Fig. 1: clock distribution
The bar under the picture is 20 µm long.
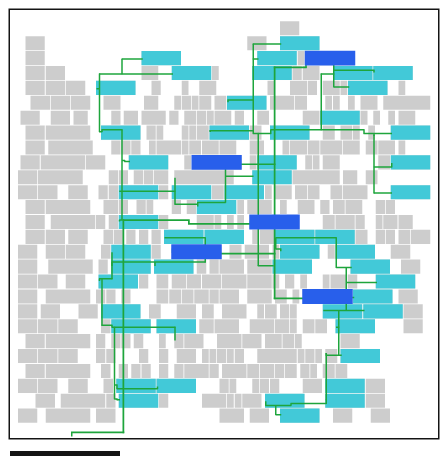
Fig. 2: ports around the boundary
Pins as bars across the die edge, other pins in gray.
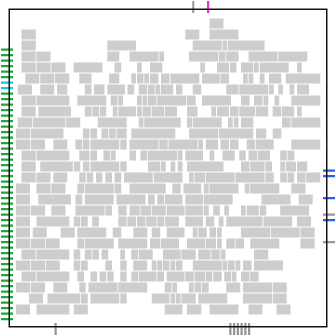
Fig. 3: metal layers overlaid
The bar under the picture is 20 µm long.
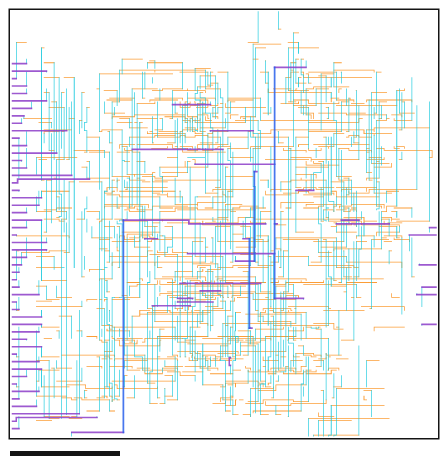
Fig. 4: clock routing
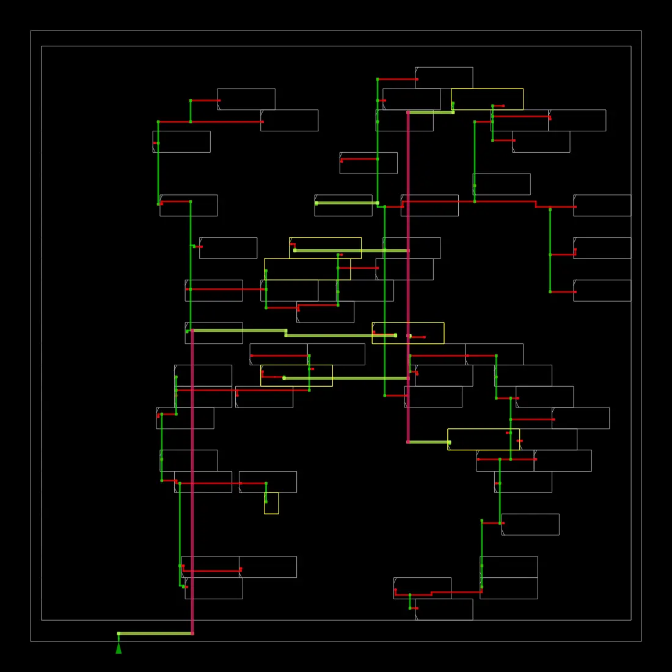
$ cat src/rtl/seven_seg_scanner_pkg.sv
// Shared display definitions for the seven-segment scanner: segment patterns,
// the invalid-slot marker, anode one-hot codes and the decoder select type.
package seven_seg_scanner_pkg;

  // How the decoder should render the current position.
  typedef enum logic [1:0] {
    SEL_DIGIT = 2'd0,
    SEL_DASH  = 2'd1,
    SEL_BLANK = 2'd2
  } seg_sel_e;

  // Segment patterns, active-low, bit order {g,f,e,d,c,b,a}.
  localparam logic [6:0] SEG_0     = 7'b1000000;
  localparam logic [6:0] SEG_1     = 7'b1111001;
  localparam logic [6:0] SEG_2     = 7'b0100100;
  localparam logic [6:0] SEG_3     = 7'b0110000;
  localparam logic [6:0] SEG_4     = 7'b0011001;
  localparam logic [6:0] SEG_5     = 7'b0010010;
  localparam logic [6:0] SEG_6     = 7'b0000010;
  localparam logic [6:0] SEG_7     = 7'b1111000;
  localparam logic [6:0] SEG_8     = 7'b0000000;
  localparam logic [6:0] SEG_9     = 7'b0010000;
  localparam logic [6:0] SEG_DASH  = 7'b0111111;
  localparam logic [6:0] SEG_BLANK = 7'b1111111;

  // A BCD slot of all ones means the converter had no valid number.
  localparam logic [11:0] INVALID_NUM = 12'hFFF;

  // Anode enables, active-low; position 0 is the rightmost digit.
  localparam logic [3:0] AN_POS0 = 4'b1110;
  localparam logic [3:0] AN_POS1 = 4'b1101;
  localparam logic [3:0] AN_POS2 = 4'b1011;
  localparam logic [3:0] AN_POS3 = 4'b0111;
  localparam logic [3:0] AN_OFF  = 4'b1111;

  // Pattern for a BCD digit; non-decimal codes render blank.
  function automatic logic [6:0] seg_digit(input logic [3:0] d);
    logic [6:0] s;
    case (d)
      4'd0:    s = SEG_0;
      4'd1:    s = SEG_1;
      4'd2:    s = SEG_2;
      4'd3:    s = SEG_3;
      4'd4:    s = SEG_4;
      4'd5:    s = SEG_5;
      4'd6:    s = SEG_6;
      4'd7:    s = SEG_7;
      4'd8:    s = SEG_8;
      4'd9:    s = SEG_9;
      default: s = SEG_BLANK;
    endcase
    return s;
  endfunction

endpackage

$ cat src/rtl/seven_seg_scanner_decoder.sv
// Combinational seven-segment decoder: a BCD digit or a forced dash/blank
// becomes an active-low segment pattern.
module seg7_decoder
  import seven_seg_scanner_pkg::*;
(
  input  logic [3:0] digit_i,
  input  seg_sel_e   sel_i,
  output logic [6:0] seg_o
);

  // Select between the digit pattern and the fixed dash/blank patterns.
  always_comb begin
    seg_o = SEG_BLANK;
    case (sel_i)
      SEL_DIGIT: seg_o = seg_digit(digit_i);
      SEL_DASH:  seg_o = SEG_DASH;
      default:   seg_o = SEG_BLANK;
    endcase
  end

endmodule

$ cat src/rtl/seven_seg_scanner.sv
// Four-digit common-anode display scanner. The leftmost digit shows the
// 1-based page index (with decimal point, optionally blinking); the right
// three digits show the selected BCD number with leading-zero suppression,
// or dashes for an invalid slot. Content is snapshotted once per frame.
module seven_seg_scanner
  import seven_seg_scanner_pkg::*;
#(
  parameter int REFRESH_DIV  = 100000,
  parameter int BLINK_FRAMES = 125
) (
  input  logic        clk,
  input  logic        reset_n,
  input  logic [47:0] numbers,
  input  logic [1:0]  page,
  input  logic        blink_en,
  output logic [3:0]  an,
  output logic [6:0]  seg,
  output logic        dp
);

  localparam int TW = (REFRESH_DIV > 1) ? $clog2(REFRESH_DIV) : 1;
  localparam int FW = (BLINK_FRAMES > 1) ? $clog2(BLINK_FRAMES) : 1;

  logic [TW-1:0] tick_cnt_q, tick_cnt_d;
  logic [1:0]    pos_q, pos_d;
  logic [11:0]   snap_num_q, snap_num_d;
  logic [1:0]    snap_page_q, snap_page_d;
  logic [FW-1:0] frame_cnt_q, frame_cnt_d;
  logic          blink_phase_q, blink_phase_d;
  logic [3:0]    an_q, an_d;
  logic [6:0]    seg_q, seg_d;
  logic          dp_q, dp_d;

  logic          tick;
  logic          frame_end;
  logic [11:0]   page_num;
  logic [3:0]    hund, tens, ones;
  logic          invalid;
  logic          idx_hidden;
  logic [3:0]    dig_val;
  seg_sel_e      dig_sel;

  assign tick      = (tick_cnt_q == TW'(REFRESH_DIV - 1));
  assign frame_end = tick && (pos_q == 2'd3);

  assign hund       = snap_num_q[11:8];
  assign tens       = snap_num_q[7:4];
  assign ones       = snap_num_q[3:0];
  assign invalid    = (snap_num_q == INVALID_NUM);
  assign idx_hidden = blink_en && !blink_phase_q;

  // Pick the number slot addressed by page; number 0 lives in the top bits.
  always_comb begin
    page_num = numbers[47:36];
    case (page)
      2'd0: page_num = numbers[47:36];
      2'd1: page_num = numbers[35:24];
      2'd2: page_num = numbers[23:12];
      2'd3: page_num = numbers[11:0];
      default: page_num = numbers[47:36];
    endcase
  end

  // Refresh timing, scan position, per-frame snapshot and blink phase.
  always_comb begin
    tick_cnt_d    = tick ? '0 : tick_cnt_q + TW'(1);
    pos_d         = tick ? pos_q + 2'd1 : pos_q;
    snap_num_d    = snap_num_q;
    snap_page_d   = snap_page_q;
    frame_cnt_d   = frame_cnt_q;
    blink_phase_d = blink_phase_q;

    // The snapshot only moves at a frame boundary so a frame never tears.
    if (frame_end) begin
      snap_num_d  = page_num;
      snap_page_d = page;
    end

    // Blink disabled parks the phase visible so re-enabling starts visible.
    if (!blink_en) begin
      frame_cnt_d   = '0;
      blink_phase_d = 1'b1;
    end else if (frame_end) begin
      if (frame_cnt_q == FW'(BLINK_FRAMES - 1)) begin
        frame_cnt_d   = '0;
        blink_phase_d = !blink_phase_q;
      end else begin
        frame_cnt_d = frame_cnt_q + FW'(1);
      end
    end
  end

  // Digit content for the current scan position, taken from the snapshot.
  always_comb begin
    an_d    = AN_POS0;
    dig_val = ones;
    dig_sel = SEL_BLANK;
    dp_d    = 1'b1;
    case (pos_q)
      2'd0: begin
        an_d    = AN_POS0;
        dig_val = ones;
        if (invalid)           dig_sel = SEL_DASH;
        else if (ones > 4'd9)  dig_sel = SEL_BLANK;
        else                   dig_sel = SEL_DIGIT;
      end
      2'd1: begin
        an_d    = AN_POS1;
        dig_val = tens;
        if (invalid)                                      dig_sel = SEL_DASH;
        else if ((hund == 4'd0 && tens == 4'd0) || tens > 4'd9) dig_sel = SEL_BLANK;
        else                                              dig_sel = SEL_DIGIT;
      end
      2'd2: begin
        an_d    = AN_POS2;
        dig_val = hund;
        if (invalid)                          dig_sel = SEL_DASH;
        else if (hund == 4'd0 || hund > 4'd9) dig_sel = SEL_BLANK;
        else                                  dig_sel = SEL_DIGIT;
      end
      default: begin
        an_d    = AN_POS3;
        dig_val = {2'b00, snap_page_q} + 4'd1;
        dig_sel = idx_hidden ? SEL_BLANK : SEL_DIGIT;
        dp_d    = idx_hidden;
      end
    endcase
  end

  seg7_decoder u_dec (
    .digit_i (dig_val),
    .sel_i   (dig_sel),
    .seg_o   (seg_d)
  );

  // State and output registers with synchronous active-low reset.
  always_ff @(posedge clk) begin
    if (!reset_n) begin
      tick_cnt_q    <= '0;
      pos_q         <= 2'd0;
      snap_num_q    <= INVALID_NUM;
      snap_page_q   <= 2'd0;
      frame_cnt_q   <= '0;
      blink_phase_q <= 1'b1;
      an_q          <= AN_OFF;
      seg_q         <= SEG_BLANK;
      dp_q          <= 1'b1;
    end else begin
      tick_cnt_q    <= tick_cnt_d;
      pos_q         <= pos_d;
      snap_num_q    <= snap_num_d;
      snap_page_q   <= snap_page_d;
      frame_cnt_q   <= frame_cnt_d;
      blink_phase_q <= blink_phase_d;
      an_q          <= an_d;
      seg_q         <= seg_d;
      dp_q          <= dp_d;
    end
  end

  assign an  = an_q;
  assign seg = seg_q;
  assign dp  = dp_q;

endmodule
$ cat config.mk
export PLATFORM = sky130hd
export DESIGN_NAME = seven_seg_scanner
export DESIGN_NICKNAME = d
export VERILOG_FILES = /design/src/rtl/seven_seg_scanner_pkg.sv /design/src/rtl/seven_seg_scanner_decoder.sv /design/src/rtl/seven_seg_scanner.sv
export SDC_FILE = /design/constraint.sdc
export NUM_CORES = 1
export LEC_CHECK = 0
export ABC_CLOCK_PERIOD_IN_PS = 3200
export CAP_MARGIN = 10
export CORE_UTILIZATION = 51
export CTS_BUF_LIST = sky130_fd_sc_hd__clkbuf_16
export CTS_CLUSTER_DIAMETER = 120
export DETAILED_ROUTE_END_ITERATION = 8
export PLACE_DENSITY = 0.83
export SLEW_MARGIN = 20
export SYNTH_ARGS = -nofsm -noshare
export SYNTH_HDL_FRONTEND = slang
export SYNTH_HIERARCHICAL = 1
export SYNTH_SLANG_ARGS = --single-unit
$ cat constraint.sdc
create_clock -name clk -period 3.2 [get_ports clk]
set_clock_uncertainty 0.1 [all_clocks]
set_input_delay 0.32 -clock clk [delete_from_list [all_inputs] [get_ports clk]]
set_output_delay 0.32 -clock clk [all_outputs]
set_load 0.01 [all_outputs]
==> flow_summary.yaml <==
# synthesis and place-and-route metrics
place:
  placed_cell_area_um2: 3628
  place_inst: 445
  hpwlAfterDp_mm: 4.852
outcome:
  outcome: "completed"
layout:
  antenna_cells: 0
  fill_cells: 450
  sh_comb_area: 0.4610
  seq_area_frac: 0.2801
  fin_util: 0.6838
  seqCellArea_um2: 1061
  logic_area_um2: 1747
  n_all_buffers: 69
  reg_top3: "tick_cnt_q (17), snap_num_q (12)"
  layout_top_cells: "clkdlybuf4s50_1 (64), dfxtp_1 (53), nand3_1 (36), nor2_1 (24), o21ai_0 (22)"
  design_area_um2: 3789
  nets: 451
  largest_register_ffs: 17
  area_growth_pct: 28.14
  layoutNonFillerInstCount: 452
final_timing:
  rsz0062_at_grt: "false"
  worst_pin_slew_ps: 712.0
  finalMaxSlewViolations: 0
  fmax_mhz: 371.9
  fin_crit_ps: 2689
  max-slew-margin-rel: 0.5253
  final_hold_viol_count: 0
worst_hold_path:
  hold_depth: 1
  timing.hold.worst.class: "register to register"
clock_network:
  clk_path_buf_depth: 2
  cts_tree: "done"
  h-tree-depth: 2
  cts_resized: 0
floorplanning:
  die_area_um2: 6106
  core_um2: 5540
pwr:
  switching_share: 0.1870
  power_mw: 1.369
  top_power_group: "registers"
  p_comb_uw: 120
  ir_drop_mv: 0.3046
synthesis:
  syn-mean-instance-area_um2: 9.182
  synth.distinct_cells: 41
  edf_count: 0
  postSynthSeqShare: 0.3589
  yosysCellCount: 322
  async_reset_ff_frac: 0
  mux_area_frac: 0.1050
  netlist_top_cells_count: "dfxtp_1 (53), nand3_1 (36), nor2_1 (24)"
  top_area_cell: "dfxtp_1"
  yosysWarningCount: 6
  synth_top_area_share: 0.3589
  flop_cell: "dfxtp_1"
  synthTopCellsByArea: "dfxtp_1 (36%), mux4_2 (9.1%), ha_1 (7.6%)"
  synth_top_cell_by_count: "dfxtp_1"
global_routing:
  grt_pass1_vias: 2430
  use_met2: 0.3930
  gr-max-usage-layer: "met2"
  grt-ovfl-total: 0
  met1_usage: 0.2624
run:
  warnings: 39
  max_cap_viol_count: 0
worst_setup_path:
  cp-startpoint: "pos_q[0]$_SDFFE_PN0P_"
  startpoint_type: "register"
  crit_required_ps: 3250
  reg2reg_to: "seg[3]$_SDFF_PN1_"
  cpPeakStageDelay_ps: 450
  cp_top_family: "AND-OR/OR-AND gates"
  cp_num_buf_inv: 1
  worstPathArrival_ps: 2740
  slowest_stage: "dfxtp_1"
  critical_path_peak_fanout: 9
  cp.depth: 8
detailed_routing:
  num_vias: 2602
  routed-wl-met2_mm: 3.140
  top_layer: "met4"
## Picture notes: Fig. 1
- green: clock wires (length 562 µm)
- blue: cells driving clock nets (count 5)
- cyan: flip-flops (count 53)
- routed clock nets: 6
clk latency late pin: 290 ps
clock share of power: 0.425
power in the clock group: 581 µW

## Picture notes: Fig. 2
- magenta: `reset_n` (pins 1; direction input; edge top)
- green: `numbers` (pins 48; direction input; edge left)
- cyan: `page` (pins 2; direction input; edge left)
- blue: `an` (pins 4; direction output; edge right)
- all pins by edge: 50 left, 7 bottom, 6 right, 2 top
die width: 78.14 µm
IO buf count: 64

## Picture notes: Fig. 3
- cyan: met2 (wire length 3,140 µm)
- purple: met3 (wire length 391 µm)
- blue: met4 (wire length 114 µm)
- orange: met1 (wire length 2,630 µm)
routed wire length per instance: 13.87 µm
GRT Util Overall: 0.2210
final wirelength: 6.271 mm

## Picture notes: Fig. 4
flop count: 53
clkbuf count: 5

-- how the worst min path moves through the flow --
stage,to,slack [ps],start
global placement,tick_cnt_q[0]$_SDFF_PP0_,350,tick_cnt_q[0]$_SDFF_PP0_
detailed placement,tick_cnt_q[0]$_SDFF_PP0_,360,tick_cnt_q[0]$_SDFF_PP0_
CTS,tick_cnt_q[0]$_SDFF_PP0_,370,tick_cnt_q[0]$_SDFF_PP0_
global route,tick_cnt_q[0]$_SDFF_PP0_,400,tick_cnt_q[0]$_SDFF_PP0_
floorplan,tick_cnt_q[0]$_SDFF_PP0_,330,tick_cnt_q[0]$_SDFF_PP0_
finish,tick_cnt_q[0]$_SDFF_PP0_,370,tick_cnt_q[0]$_SDFF_PP0_
No activity file was given, so power comes from the tool's default toggle rates.
